`src/rtl/multiword_adder_pkg.sv`:
```
// Shared FSM state encoding and the word-index width helper for the multiword adder.
package multiword_adder_pkg;

  typedef enum logic [1:0] {
    IDLE = 2'd0,
    ADD  = 2'd1,
    DONE = 2'd2
  } state_t;

  function automatic int idx_width(input int nbwords);
    return (nbwords <= 1) ? 1 : $clog2(nbwords);
  endfunction

endpackage

```
`src/rtl/multiword_adder_seq.sv`:
```
// Adds two NBWORDS-word operands one word per cycle through an external adder; NBWORDS cycles accept->valid.
// Accepts only when idle; holds result/carry in DONE until out_ready_i, one op per NBWORDS+2 cycles.
module multiword_adder_seq
  import multiword_adder_pkg::*;
#(
  parameter int DATASIZE = 8,
  parameter int NBWORDS  = 4
) (
  input  logic                         clk_i,
  input  logic                         rst_ni,
  input  logic                         in_valid_i,
  output logic                         in_ready_o,
  input  logic [DATASIZE*NBWORDS-1:0]  op_a_i,
  input  logic [DATASIZE*NBWORDS-1:0]  op_b_i,
  input  logic                         carry_i,
  output logic                         out_valid_o,
  input  logic                         out_ready_i,
  output logic [DATASIZE*NBWORDS-1:0]  result_o,
  output logic                         carry_o,
  output logic [DATASIZE-1:0]          adder_a_o,
  output logic [DATASIZE-1:0]          adder_b_o,
  output logic                         adder_carry_o,
  input  logic [DATASIZE-1:0]          adder_result_i,
  input  logic                         adder_carry_i
);

  localparam int             IW   = idx_width(NBWORDS);
  localparam logic [IW-1:0]  LAST = IW'(NBWORDS - 1);

  state_t                            state;
  logic [IW-1:0]                     idx;
  logic [NBWORDS-1:0][DATASIZE-1:0]  op_a_q;
  logic [NBWORDS-1:0][DATASIZE-1:0]  op_b_q;
  logic [NBWORDS-1:0][DATASIZE-1:0]  res_q;
  logic                              carry_q;

  always_ff @(posedge clk_i or negedge rst_ni) begin
    if (!rst_ni) begin
      state   <= IDLE;
      idx     <= '0;
      op_a_q  <= '0;
      op_b_q  <= '0;
      res_q   <= '0;
      carry_q <= 1'b0;
    end else begin
      case (state)
        IDLE: begin
          if (in_valid_i) begin
            op_a_q  <= op_a_i;
            op_b_q  <= op_b_i;
            carry_q <= carry_i;
            idx     <= '0;
            state   <= ADD;
          end
        end
        ADD: begin
          // The carry register doubles as the ripple link between successive words.
          res_q[idx] <= adder_result_i;
          carry_q    <= adder_carry_i;
          if (idx == LAST) begin
            idx   <= '0;
            state <= DONE;
          end else begin
            idx <= idx + IW'(1);
          end
        end
        DONE: begin
          if (out_ready_i) state <= IDLE;
        end
        default: state <= IDLE;
      endcase
    end
  end

  assign in_ready_o    = (state == IDLE);
  assign out_valid_o   = (state == DONE);
  assign result_o      = res_q;
  assign carry_o       = carry_q;

  // Adder drive decodes only registered state, so nothing from in_* reaches the adder combinationally.
  assign adder_a_o     = (state == ADD) ? op_a_q[idx] : '0;
  assign adder_b_o     = (state == ADD) ? op_b_q[idx] : '0;
  assign adder_carry_o = (state == ADD) ? carry_q     : 1'b0;

endmodule

```
`config.mk`:
```
export PLATFORM = sky130hd
export DESIGN_NAME = multiword_adder_seq
export DESIGN_NICKNAME = d
export VERILOG_FILES = /design/src/rtl/multiword_adder_pkg.sv /design/src/rtl/multiword_adder_seq.sv
export SDC_FILE = /design/constraint.sdc
export NUM_CORES = 1
export LEC_CHECK = 0
export CORE_MARGIN = 2
export CORE_UTILIZATION = 52
export DETAILED_ROUTE_END_ITERATION = 10
export GPL_TIMING_DRIVEN = 0
export MAX_ROUTING_LAYER = met4
export PLACE_DENSITY = 0.86
export SYNTH_ARGS = -nofsm -noshare
export SYNTH_HDL_FRONTEND = slang
export SYNTH_SLANG_ARGS = --single-unit
```
`constraint.sdc`:
```
create_clock -name clk_i -period 3.1 [get_ports clk_i]
set_clock_uncertainty 0.05 [all_clocks]
set_input_delay 0.31 -clock clk_i [delete_from_list [all_inputs] [get_ports clk_i]]
set_output_delay 0.31 -clock clk_i [all_outputs]
set_load 0.01 [all_outputs]
```
==> images/clock_map.png <==
The bar under the picture is 20 um long.
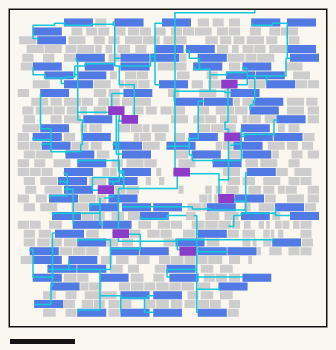
[blue] flip-flops | count: 101
[purple] cells driving clock nets | count: 9
[cyan] clock wires | length: 1160 um
flops lie: widely spread
routed clock nets: 10

==> images/pins.png <==
Pins as bars across the die edge, other pins in grey.
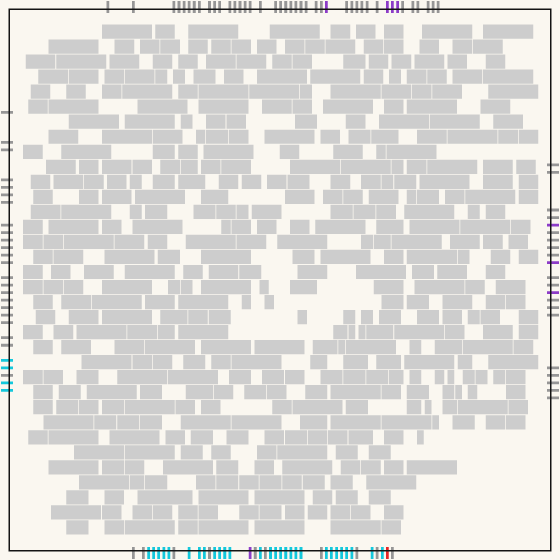
| colour | port | pins | direction | edge |
|---|---|---|---|---|
| red | `out_valid_o` | 1 | output | south |
| cyan | `result_o` | 32 | output | 28 south, 4 west |
| purple | `adder_b_o` | 8 | output | 4 north, 3 east, 1 south |

==> images/met3.png <==
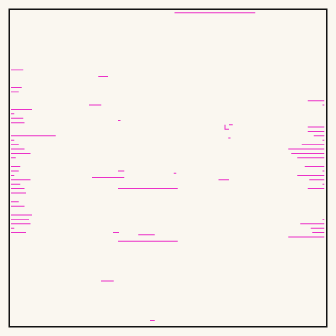
share of all routed wire: 2.9%
longest straight run: 24.6 um
main direction: horizontal

==> images/final_placement.png <==
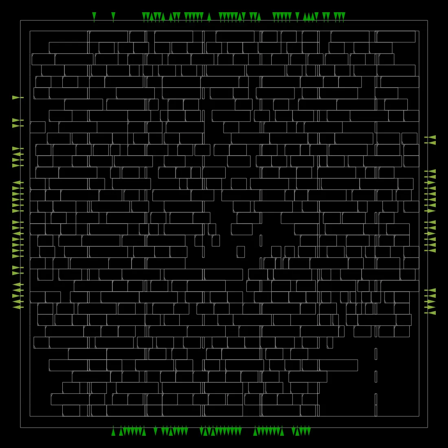
flop share of the area: 0.407
tap cells: 108
fill count: 602
Flops: 101

==> run summary <==
Slew Limit Headroom - 0.569
Nets@finish - 515
Clock Tree Root - clkbuf_8
Most numerous cell in the Yosys netlist - dfrtp_1
HPWL after DPL - 7320 um
Logic share of the area - 0.306
Reg area - 2530 um^2
Top Layout Cells - clkdlybuf4s50_1, dfrtp_1, mux2_4, mux2_2, mux2i_1
Metal2 WL - 5330 um
CTS Buf Count - 9
Met1 Wirelength - 4540 um
# rows - 34
Antenna fix cells - 0
Biggest area cells - dfrtp_1, mux2_4, mux2_2
Post-DRT Antenna Nets - 0
Met3 usage - 0.0358
Post-Place Setup Slack - 0.788 ns
Post-route setup slack - 0.391 ns
Post-CTS Setup Repair Bufs - 0
Critical Path Fanout Max - 10
Fin. max-slew vios - 0
FP Core Util - 0.529
Cts hold-fix bufs - 1
Xor+xnor area frac - 0
YS warnings - 0
CP Class - register to output pin
Cycle use final - 0.874
GRT Resource Usage Total - 0.229
Vias per inst - 5.25
Post-synth top flop - dfrtp_1
Area share of the largest cell type after synthesis - 0.553
VDD IR max - 0.532 mV
Combinational power share - 0.520
Clock Path Buffers - 2
Buf/Inv on CP - 3
Critical Path RT - 2.74 ns
Post-Syn Area - 4570 um^2
Vert. Die Dim - 97.7 um
Reg-to-Reg Start - idx[1]
# Cells Yosys - 291
Clock-pin slew on the worst setup and hold paths - 0.11 ns
Critical path arrival - 2.35 ns
M1 GR Usage - 0.294
Met2 Usage GRT - 0.381
Area leader, netlist - dfrtp_1
R2R cell count - 6
Die area - 9550 um^2
Layout cells sized above 1 - 0.313
Io pins - 130
WHS - 0.449 ns
Final Cell Area - 6210 um^2
Post-Synth AOI/OAI Area - 0.0331
P_int - 0.00439 W
P_seq - 0.00239 W
Actual transition at the worst max-transition pin - 0.646 ns
Synth unique cells - 22
H-tree depth - 3
Vias in the first global route - 3209
Inst Count DP - 529
Fmax - 369 MHz
Initial antenna violation count - 0
Syn_area_per_cell - 15.7 um^2
Mux area share - 0.347
DR DRC count - 0
Area Growth Syn to Fin - 35.9%
Chip width - 97.7 um
Status - finished, final reports clean
Cell type taking the most area - registers
Non-filler cells, final - 546
Post-Place Cell Area - 6020 um^2
Critical Path Source Type - register
Largest net degree at the start of global routing - 54
Sequential share of power - 0.360
FF-to-FF setup slack - 1.15 ns
Post-Route WL - 10300 um
Unrepaired setup endpoints after global routing - false
Critical path, cell by cell - and2b_1, buf_6, nand2_2, buf_2, o22ai_1, clkdlybuf4s50_1
Basic Gates by Area - 0.0246
EDFF count, synth - 0
#FFs+latches synth - 101
Comb gates - 171
Drt wl/cell - 18.9 um
Pwr Density - 1070 nW/um^2
No activity file was given, so power comes from the tool's default toggle rates.
